`src/rtl/seq_divmod_pkg.sv`:
```
// seq_divmod_pkg: shared state encoding and divide-by-zero quotient fill for seq_divmod.
package seq_divmod_pkg;
   typedef enum logic [1:0] {IDLE, DIV, FIX, DONE} state_t;
   // A zero divisor yields a quotient with every bit set to this value.
   localparam logic DBZ_QUO_BIT = 1'b1;
endpackage

```
`src/rtl/divmod_cneg.sv`:
```
// divmod_cneg: conditional two's-complement negate of a W-bit value.
module divmod_cneg import seq_divmod_pkg::*; #(
   parameter int W = 8
) (
   input  logic [W-1:0] a,
   input  logic         neg,
   output logic [W-1:0] y
);
   assign y = neg ? W'(0) - a : a;
endmodule

```
`src/rtl/seq_divmod.sv`:
```
// seq_divmod: sequential restoring divider, one quotient bit per cycle, valid/ready in and out.
// Define SEQ_DIVMOD_SIGNED_EN to honour is_signed and add the one-cycle FIX sign-correction state.
module seq_divmod import seq_divmod_pkg::*; #(
   parameter int NUM_W = 8,
   parameter int DEN_W = 8
) (
   input  logic             clk,
   input  logic             rst,
   input  logic [NUM_W-1:0] num,
   input  logic [DEN_W-1:0] den,
   input  logic             is_signed,
   input  logic             nd_valid,
   output logic             nd_ready,
   output logic             qr_valid,
   input  logic             qr_ready,
   output logic [NUM_W-1:0] quo,
   output logic [DEN_W-1:0] rem,
   output logic             div_by_zero,
   output logic             busy
);
   localparam int CW = $clog2(NUM_W);
   state_t state, state_n;
   logic [CW-1:0] cnt;
   logic [NUM_W-1:0] dvd, dvd_n, num_mag;
   logic [DEN_W-1:0] dsr, den_mag;
   logic [DEN_W:0] r, r_n;
   logic [DEN_W+1:0] sh, diff;
   logic acc, last, sgn;

   assign acc  = nd_valid && nd_ready;
   assign last = cnt == CW'(NUM_W - 1);

`ifdef SEQ_DIVMOD_SIGNED_EN
   logic neg_q, neg_r;
   logic [NUM_W-1:0] q_fix;
   logic [DEN_W-1:0] r_fix;
   assign sgn = is_signed;
   divmod_cneg #(.W(NUM_W)) u_qfix (.a(dvd), .neg(neg_q), .y(q_fix));
   divmod_cneg #(.W(DEN_W)) u_rfix (.a(r[DEN_W-1:0]), .neg(neg_r), .y(r_fix));
`else
   logic unused_sgn;
   assign sgn        = 1'b0;
   assign unused_sgn = is_signed;
`endif

   divmod_cneg #(.W(NUM_W)) u_nmag (.a(num), .neg(sgn && num[NUM_W-1]), .y(num_mag));
   divmod_cneg #(.W(DEN_W)) u_dmag (.a(den), .neg(sgn && den[DEN_W-1]), .y(den_mag));

   // Trial subtraction is one bit wider than the shifted remainder so its sign is the borrow.
   assign sh    = {r, dvd[NUM_W-1]};
   assign diff  = sh - {2'b0, dsr};
   assign r_n   = diff[DEN_W+1] ? sh[DEN_W:0] : diff[DEN_W:0];
   assign dvd_n = {dvd[NUM_W-2:0], ~diff[DEN_W+1]};

   always_ff @(posedge clk)
      state <= rst ? IDLE : state_n;

   always_comb begin
      state_n = state;
      case (state)
         IDLE: state_n = acc ? ((den == '0) ? DONE : DIV) : IDLE;
`ifdef SEQ_DIVMOD_SIGNED_EN
         DIV:  state_n = last ? FIX : DIV;
`else
         DIV:  state_n = last ? DONE : DIV;
`endif
         FIX:  state_n = DONE;
         DONE: state_n = qr_ready ? IDLE : DONE;
         default: state_n = IDLE;
      endcase
   end

   always_comb begin
      nd_ready = state == IDLE;
      qr_valid = state == DONE;
      busy     = state != IDLE;
   end

   always_ff @(posedge clk) begin
      if (rst) begin
         cnt         <= '0;
         dvd         <= '0;
         dsr         <= '0;
         r           <= '0;
         quo         <= '0;
         rem         <= '0;
         div_by_zero <= 1'b0;
`ifdef SEQ_DIVMOD_SIGNED_EN
         neg_q       <= 1'b0;
         neg_r       <= 1'b0;
`endif
      end else begin
         case (state)
            IDLE: if (acc) begin
               cnt <= '0;
               dvd <= num_mag;
               dsr <= den_mag;
               r   <= '0;
`ifdef SEQ_DIVMOD_SIGNED_EN
               neg_q <= sgn && (num[NUM_W-1] ^ den[DEN_W-1]);
               neg_r <= sgn && num[NUM_W-1];
`endif
               if (den == '0) begin
                  quo         <= {NUM_W{DBZ_QUO_BIT}};
                  rem         <= num[DEN_W-1:0];
                  div_by_zero <= 1'b1;
               end
            end
            DIV: begin
               cnt <= last ? '0 : cnt + 1'b1;
               dvd <= dvd_n;
               r   <= r_n;
`ifndef SEQ_DIVMOD_SIGNED_EN
               if (last) begin
                  quo         <= dvd_n;
                  rem         <= r_n[DEN_W-1:0];
                  div_by_zero <= 1'b0;
               end
`endif
            end
`ifdef SEQ_DIVMOD_SIGNED_EN
            FIX: begin
               quo         <= q_fix;
               rem         <= r_fix;
               div_by_zero <= 1'b0;
            end
`endif
            default: ;
         endcase
      end
   end
endmodule

```
`config.mk`:
```
export PLATFORM = sky130hd
export DESIGN_NAME = seq_divmod
export DESIGN_NICKNAME = d
export VERILOG_FILES = /design/src/rtl/seq_divmod_pkg.sv /design/src/rtl/divmod_cneg.sv /design/src/rtl/seq_divmod.sv
export SDC_FILE = /design/constraint.sdc
export NUM_CORES = 1
export LEC_CHECK = 0
export ABC_AREA = 1
export CELL_PAD_IN_SITES_DETAIL_PLACEMENT = 0
export CELL_PAD_IN_SITES_GLOBAL_PLACEMENT = 1
export CORE_MARGIN = 5
export CORE_UTILIZATION = 38
export DETAILED_ROUTE_END_ITERATION = 10
export PLACE_DENSITY = 0.82
export SETUP_SLACK_MARGIN = 0.4
export SLEW_MARGIN = 20
export SYNTH_ARGS = -nofsm -noshare
export SYNTH_HDL_FRONTEND = slang
export SYNTH_SLANG_ARGS = --single-unit
export TNS_END_PERCENT = 50
```
`constraint.sdc`:
```
create_clock -name clk -period 1.92 [get_ports clk]
set_input_delay 0.384 -clock clk [delete_from_list [all_inputs] [get_ports clk]]
set_output_delay 0.384 -clock clk [all_outputs]
set_load 0.01 [all_outputs]
```
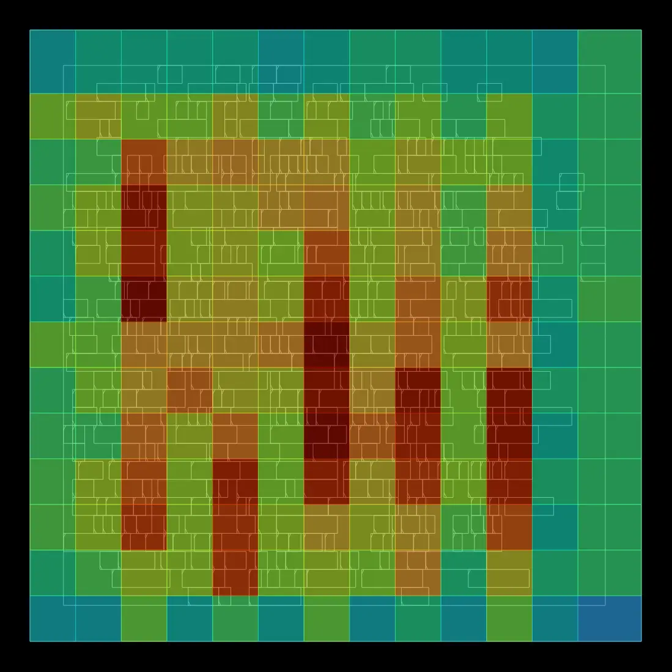
(congestion heat map)
GRT met3 Usage: 0.0284
Tot GR Track Use: 0.179
GR Layer Usage met1: 0.224
Avg WL per Cell: 14.6 um
Final Core Density: 0.620

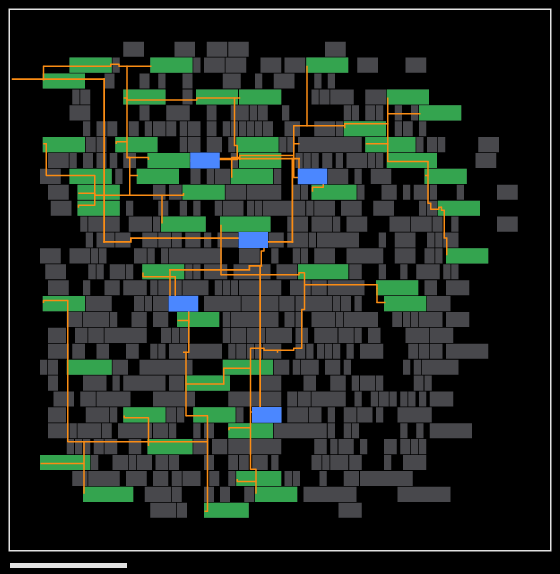
(routed clock nets over the placement)
The bar under the picture is 20 um long.
[flip-flops] green | count: 47
[clock wires] orange | length: 652 um
[clock-net drivers] blue | count: 5
routed clock nets	6

==> results.sh <==
# yosys + openroad results
export IMPL_status="complete, no violations"
export IMPL_drt_met1_wl_um=3440
export IMPL_finish_instance_area_um2=4140
export IMPL_setup_viol_count_final=0
export IMPL_nMultiInputCombCells=245
export IMPL_fin_skew_ns=0.00769
export IMPL_placed_cells=492
export IMPL_clock_area_frac=0.0281
export IMPL_dr_max_layer_used="met4"
export IMPL_timing_reg2reg_setup_slack_ns=0.13
export IMPL_dr_first_iter_drc_count=80
export IMPL_synth_cell_types=29
export IMPL_avgSynthCellArea_um2=6.90
export IMPL_buffer_area_frac=0.215
export IMPL_synth_cellmix_compoundShare=0.143
export IMPL_setup_ws_ns=0.134
export IMPL_die_height_um=92.4
export IMPL_power_top_group="combinational logic"
export IMPL_drc=0
export IMPL_pre_cts_ws_ns=-0.198
export IMPL_timing_slew_headroom=0.807
export IMPL_drive_above_1_share=0.377
export IMPL_r2r_end="rem[1]$_SDFFE_PP0P_"
export IMPL_nNonClkBuffers=93
export IMPL_cpMostUsedCell="nand2_4"
export IMPL_top_cells_by_count="nand2_1 (75), inv_1 (66), dfxtp_1 (47), nand3_1 (36), a21oi_1 (29)"
export IMPL_cellPowerDensity_nw_per_um2=904
export IMPL_cts_path_max_buffers=2
export IMPL_io_buffers=39
export IMPL_cp_depth=13
export IMPL_drv_slew=0
export IMPL_die_width_um=92.4
export IMPL_hp_class="in2reg"
export IMPL_cts_tree="built"
export IMPL_synthArstFlopShare=0
export IMPL_diodes=0
export IMPL_wl_um=7930
export IMPL_most_common_cell="nand2_1"
export IMPL_synth_flops=47
export IMPL_crit_family="simple AND/OR/NAND/NOR gates"
export IMPL_powerSeq_mw=1.14
export IMPL_largest_cell_class="multi-input combinational cells"
export IMPL_rsz0062_at_grt="true"
export IMPL_synth_chip_area_um2=2580
export IMPL_startpoint="dsr[6]$_SDFFE_PP0P_"
export IMPL_first_pass_iters=6
export IMPL_cts_hold_buffers_added=0
export IMPL_inverters=71
export IMPL_h_tree_depth=2
